**Layout detail**

Scale bar: 5 um. Region (47, 47) to (67, 67) um. Cells in grey, sequential cells in the stronger grey; small squares are vias.
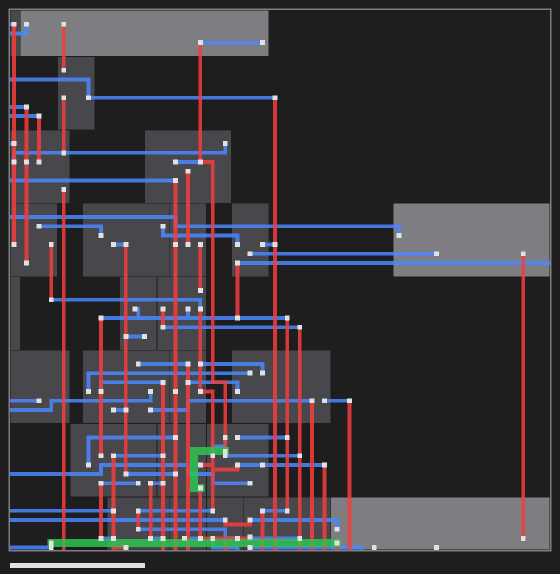
**Signal wires by layer**

Scale bar: 20 um. Two of the layers only.
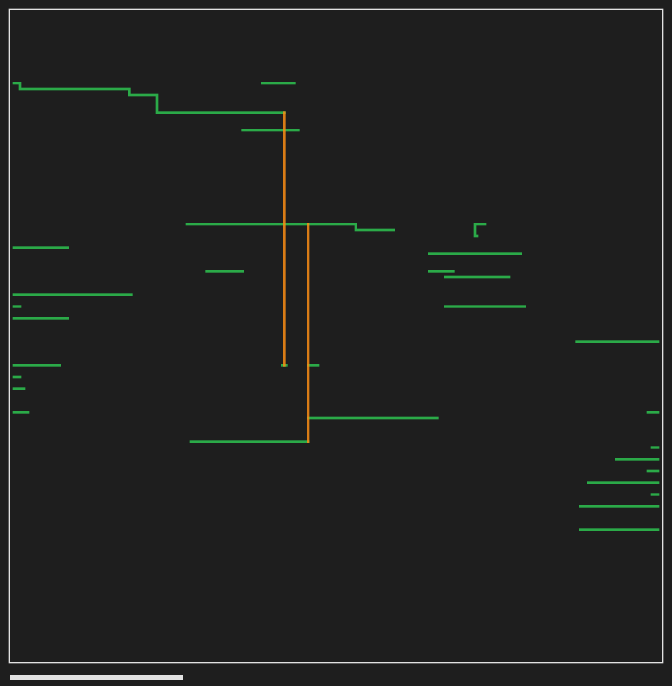
**Met1 routing**

Scale bar: 20 um. Cells faint in the background.
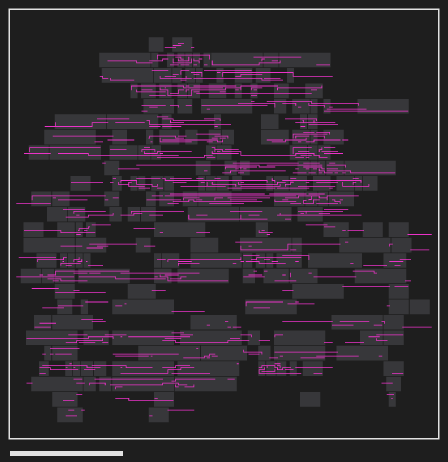
**Routing congestion**

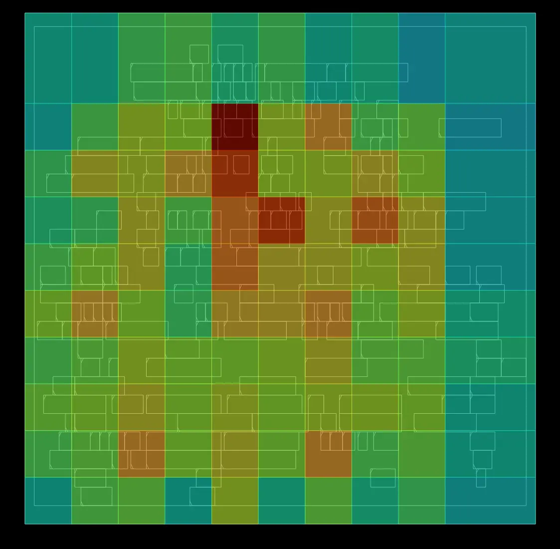
**Wire density map**

15 x 15 tiles, from white (low) to dark blue (high), scaled to the fullest tile. Values are wire area over tile area, all layers added.
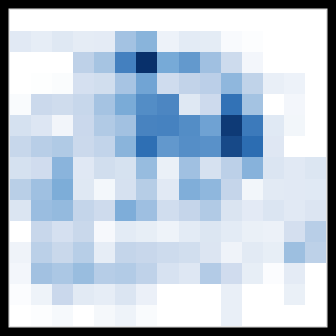
## src/rtl/qam_symbol_scheduler.sv

```systemverilog
// qam_symbol_scheduler: buffers 2-bit source symbols in a small FIFO and
// releases one per symbol period to the QAM mixer. It also generates the mixer
// sample tick, the first-cycle symbol strobe and the mid-symbol demodulator
// capture strobe, and returns the captured demodulated symbol.
module qam_symbol_scheduler #(
  parameter int MIXER_DIV  = 8,
  parameter int SYMBOL_LEN = 1000,
  parameter int FIFO_DEPTH = 4
) (
  input  logic                          clk,
  input  logic                          rst,
  input  logic                          enable,
  input  logic [1:0]                    sym_in,
  input  logic                          sym_valid,
  output logic                          sym_ready,
  output logic [1:0]                    sym_out,
  output logic                          sym_strobe,
  output logic                          mixer_tick,
  input  logic [1:0]                    demod_in,
  output logic                          demod_sample,
  output logic [1:0]                    demod_sym,
  output logic                          demod_valid,
  output logic                          underflow,
  output logic [$clog2(FIFO_DEPTH):0]   fifo_level,
  output logic                          busy
);

  localparam int CW = $clog2(SYMBOL_LEN);
  localparam int MW = $clog2(MIXER_DIV);
  localparam int PW = $clog2(FIFO_DEPTH);
  localparam int LW = PW + 1;

  localparam logic [CW-1:0] CNT_LAST = CW'(SYMBOL_LEN - 1);
  localparam logic [CW-1:0] CNT_HALF = CW'(SYMBOL_LEN / 2);
  localparam logic [MW-1:0] MIX_LAST = MW'(MIXER_DIV - 1);
  localparam logic [LW-1:0] LVL_FULL = LW'(FIFO_DEPTH);

  typedef enum logic {S_IDLE, S_RUN} state_t;

  state_t          r_state;
  state_t          w_state_nxt;
  logic [1:0]      r_mem [FIFO_DEPTH];
  logic [PW-1:0]   r_wr_ptr;
  logic [PW-1:0]   r_rd_ptr;
  logic [LW-1:0]   r_level;
  logic [CW-1:0]   r_cnt;
  logic [CW-1:0]   w_cnt_nxt;
  logic [MW-1:0]   r_mix;
  logic [MW-1:0]   w_mix_nxt;
  logic [1:0]      r_sym_out;
  logic [1:0]      w_sym_nxt;
  logic            r_sym_strobe;
  logic            r_mixer_tick;
  logic            r_demod_sample;
  logic [1:0]      r_demod_sym;
  logic            r_demod_valid;
  logic            r_underflow;
  logic            w_uflow_set;
  logic            w_ready;
  logic            w_push;
  logic            w_pop;
  logic            w_nonempty;
  logic [1:0]      w_head;

  assign w_ready    = (r_level < LVL_FULL);
  assign w_push     = sym_valid && w_ready;
  assign w_nonempty = (r_level != '0);
  assign w_head     = r_mem[r_rd_ptr];

  assign sym_ready    = w_ready;
  assign sym_out      = r_sym_out;
  assign sym_strobe   = r_sym_strobe;
  assign mixer_tick   = r_mixer_tick;
  assign demod_sample = r_demod_sample;
  assign demod_sym    = r_demod_sym;
  assign demod_valid  = r_demod_valid;
  assign underflow    = r_underflow;
  assign fifo_level   = r_level;
  assign busy         = (r_state == S_RUN);

  // FIFO storage; contents need no reset because the pointers are cleared.
  always_ff @(posedge clk) begin
    if (w_push) r_mem[r_wr_ptr] <= sym_in;
  end

  // FIFO pointers and occupancy; pop decision comes from the scheduler FSM.
  always_ff @(posedge clk or posedge rst) begin
    if (rst) begin
      r_wr_ptr <= '0;
      r_rd_ptr <= '0;
      r_level  <= '0;
    end else begin
      if (w_push) r_wr_ptr <= r_wr_ptr + PW'(1);
      if (w_pop)  r_rd_ptr <= r_rd_ptr + PW'(1);
      case ({w_push, w_pop})
        2'b10:   r_level <= r_level + LW'(1);
        2'b01:   r_level <= r_level - LW'(1);
        default: r_level <= r_level;
      endcase
    end
  end

  // FSM state register.
  always_ff @(posedge clk or posedge rst) begin
    if (rst) r_state <= S_IDLE;
    else     r_state <= w_state_nxt;
  end

  // Next state, counters, symbol selection and FIFO pop at symbol boundaries.
  always_comb begin
    w_state_nxt = r_state;
    w_cnt_nxt   = '0;
    w_mix_nxt   = '0;
    w_sym_nxt   = '0;
    w_pop       = 1'b0;
    w_uflow_set = 1'b0;
    case (r_state)
      S_IDLE: begin
        if (enable && w_nonempty) begin
          w_state_nxt = S_RUN;
          w_pop       = 1'b1;
          w_sym_nxt   = w_head;
        end
      end
      S_RUN: begin
        if (r_cnt == CNT_LAST) begin
          // Enable is only consulted here, so a started symbol always completes.
          if (!enable) begin
            w_state_nxt = S_IDLE;
          end else if (w_nonempty) begin
            w_pop     = 1'b1;
            w_sym_nxt = w_head;
          end else begin
            w_uflow_set = 1'b1;
          end
        end else begin
          w_cnt_nxt = r_cnt + CW'(1);
          w_mix_nxt = (r_mix == MIX_LAST) ? '0 : r_mix + MW'(1);
          w_sym_nxt = r_sym_out;
        end
      end
      default: w_state_nxt = S_IDLE;
    endcase
  end

  // Registered timing outputs derived from next-cycle counter values so they
  // line up with the counter position they describe.
  always_ff @(posedge clk or posedge rst) begin
    if (rst) begin
      r_cnt          <= '0;
      r_mix          <= '0;
      r_sym_out      <= '0;
      r_sym_strobe   <= 1'b0;
      r_mixer_tick   <= 1'b0;
      r_demod_sample <= 1'b0;
      r_underflow    <= 1'b0;
    end else begin
      r_cnt          <= w_cnt_nxt;
      r_mix          <= w_mix_nxt;
      r_sym_out      <= w_sym_nxt;
      r_sym_strobe   <= (w_state_nxt == S_RUN) && (w_cnt_nxt == '0);
      r_mixer_tick   <= (w_state_nxt == S_RUN) && (w_mix_nxt == '0);
      r_demod_sample <= (w_state_nxt == S_RUN) && (w_cnt_nxt == CNT_HALF);
      if (w_uflow_set) r_underflow <= 1'b1;
    end
  end

  // Demodulator capture on the edge that ends the sample cycle.
  always_ff @(posedge clk or posedge rst) begin
    if (rst) begin
      r_demod_sym   <= '0;
      r_demod_valid <= 1'b0;
    end else begin
      r_demod_valid <= r_demod_sample;
      if (r_demod_sample) r_demod_sym <= demod_in;
    end
  end

endmodule

```

## config.mk

```make
export PLATFORM = sky130hd
export DESIGN_NAME = qam_symbol_scheduler
export DESIGN_NICKNAME = d
export VERILOG_FILES = /design/src/rtl/qam_symbol_scheduler.sv
export SDC_FILE = /design/constraint.sdc
export NUM_CORES = 1
export LEC_CHECK = 0
export CORE_UTILIZATION = 35
export DETAILED_ROUTE_END_ITERATION = 16
export HOLD_SLACK_MARGIN = 0.12
export PLACE_DENSITY_LB_ADDON = 0.1
export SYNTH_ARGS = -nofsm -noshare
export SYNTH_HDL_FRONTEND = slang
export SYNTH_SLANG_ARGS = --single-unit
```

## constraint.sdc

```tcl
create_clock -name clk -period 2.4 [get_ports clk]
set_clock_uncertainty 0.05 [all_clocks]
set_input_delay 0.48 -clock clk [delete_from_list [all_inputs] [get_ports clk]]
set_output_delay 0.48 -clock clk [all_outputs]
set_load 0.02 [all_outputs]
```

==> out/qor.txt <==
part of the total power dissipated in combinational logic = 41.0%
fraction of area in multi-input gates = 35.0%
pre-CTS setup slack = -0.00390 ns
area-dominant cell class after layout = flip-flops and latches
max FFs per register = 10
Slew HR = 74.2%
Clock power frac = 18.7%
FFs & Latches = 38
count of non-CTS buffers in the layout = 36
Largest delay share family, worst path = adder cells
hold-critical path depth = 0
Mapped Area = 1890 um2
Hold Startpoint = demod_sample
P&R area growth vs syn = 25.4%
final period utilization = 93.7%
total power per unit cell area = 1000 nW/um2
Pre-antenna DRT Iters = 4
most frequently used cell type in the post-synthesis netlist = sky130_fd_sc_hd__dfrtp_1
Int Power = 1.48 mW
EDFF count, synth = 8
Residual DRC = 0
Power Combinational = 0.970 mW
maximum fanout along the worst path = 4
Clock-cell share = 3.81%
width of the chip = 75.4 um
wire length on met2 = 1720 um
status = complete, no violations
die area = 5690 um2
Late-Pin Clk Latency = 0.29 ns
Synth cell types = 40
# setup viols final = 0
P_clk = 0.443 mW
vias per cell = 4.91
hold endpoint = demod_valid
Hold Buf Count CTS = 0
fraction of area in non-clock buffers = 13.6%
Hold Crit Class = reg2reg
share of the yosys chip area belonging to registers = 52.5%
n_taps = 70
Worst Tran Pin Value = 0.386 ns
Compound Share, Synth = 7.69%
clock buffer count = 5
Final TNS setup = 0 ns
count of antenna-violating nets left after detailed routing = 0
Slowest cell on crit path = sky130_fd_sc_hd__dfrtp_1
placed cell count = 269
RR Startpoint = r_cnt[1]
multi-input logic area = 830 um2
number of clock sinks = 38
Floorplan Nets = 186
critical path endpoint = fifo_level[2]
synthesized chip area reported by yosys = 1890 um2
cell type contributing the most total cell area after synthesis = sky130_fd_sc_hd__dfrtp_1
global route total overflow = 0
WP buf/inv = 1
effective utilization at floorplan = 36.7%
Synthesis Warnings = 0
fraction of the mapped netlist area in simple logic gates = 17.8%
clock-pin slew of the registers on the worst-case setup and hold paths = 0.08 ns
R2R cell count = 10
Worst IR Drop VDD = 0.000465 V
classification of the worst setup path = reg2reg
Layout fillers = 526
instance tally after logic synthesis = 169
Max Slew Vio Count = 0
most prevalent standard cell on the critical path = sky130_fd_sc_hd__ha_2
largest reg by FF count = r_cnt
terminus of the critical flop-to-flop path = fifo_level[2]
layout net count = 224
wire length of the first global-routing pass = 6060 um
TritonCTS clock tree = built
maximum single-stage delay on the critical path = 0.41 ns
LEAKAGE = 1.00 nW
worst-case clock buffer depth = 2
power share of the sequential group = 40.3%
FFs w/ async S/R, synth = 78.9%
top-level I/O count = 22
number of antenna cells inserted = 0
number of non-filler instances in the completed layout = 278
Largest regs = r_cnt: 10 flops, r_mem: 8 flops
Critical Path End Type = flip-flop
area fraction in full adders, half adders and majority gates = 6.36%
core region area = 5140 um2
antenna violations before repair = 0
Log Warnings = 29
Most common reg cell = sky130_fd_sc_hd__dfrtp_1
total CTS buffers = 5
maximum number of pins on one net before global-route repair = 31
Port-buffer cells = 21
worst-path cell chain = ha_2, and2_1, a41oi_2, nor2_2, ha_2, inv_1, fa_1, xor2_1, nor2_1, xnor2_1
top cells by count = sky130_fd_sc_hd__dfrtp_1 (30), sky130_fd_sc_hd__nor2_1 (15), sky130_fd_sc_hd__nand2_1 (13)
area fraction in mux cells = 5.17%
flop share of the area = 41.9%
share of Yosys cell area claimed by the top area cell type = 39.8%
## Picture notes: 'layout detail'
[met2] red
[met3] green
[met1] blue
sequential cells in the window: 3
cells with their middle in the window: 22
most frequent: nor2_1 (3), xnor2_1 (3), dfrtp_1 (3)
netlist names of flops here include: `r_cnt` (3)

## Picture notes: 'signal wires by layer'
[met4] orange | wire length: 54.4 um
[met3] green | wire length: 215 um
routed length per placed instance: 13.6 um
Post-Route WL: 3780 um
vias after detailed routing: 1366

## Picture notes: 'met1 routing'
main direction: horizontal
longest straight run: 23.0 um
met1 GRT Util: 19.8%

## Picture notes: 'routing congestion'
met2 demand-to-capacity share in global routing: 23.3%
global-route usage over all layers: 15.1%
busiest metal layer after global routing: met2
met3 Use GR: 5.03%
utilization after layout: 46.1%

## Picture notes: 'wire density map'
densest ninth of the die: centre
fullest tile: 0.52
tiles over half the peak: 8.9%
nearly empty tiles: 24%
mean over tiles: 0.11

[cells in the final DEF (no fill, tap or decap), drive strengths merged, types with 2 or more instances in the layout]
master	instances
nor2	15
clkdlybuf4s50	21
mux2	2
inv	12
xnor2	8
clkbuf	5
nand2	13
mux4	2
a31oi	2
clkinv	2
nand2b	3
a21oi	4
nor3	3
xor2	6
ha	8
edfxtp	8
mux2i	3
nor4	3
nand3	6
o21ai	9
and2	8
buf	15
nand4	4
dfrtp	30
[metrics by stage]
step	area, um2	hold slack, ns	util, %	total power, mW
floorplan	1890	0.382	-	1.59
CTS	2360	0.423	45.8	2.37
detailed placement	2270	0.403	44.1	1.92
global route	2370	0.433	46.1	2.54
global placement	2270	0.394	44.1	1.87
finish	2370	0.410	46.1	2.37
No activity file was given, so power comes from the tool's default toggle rates.
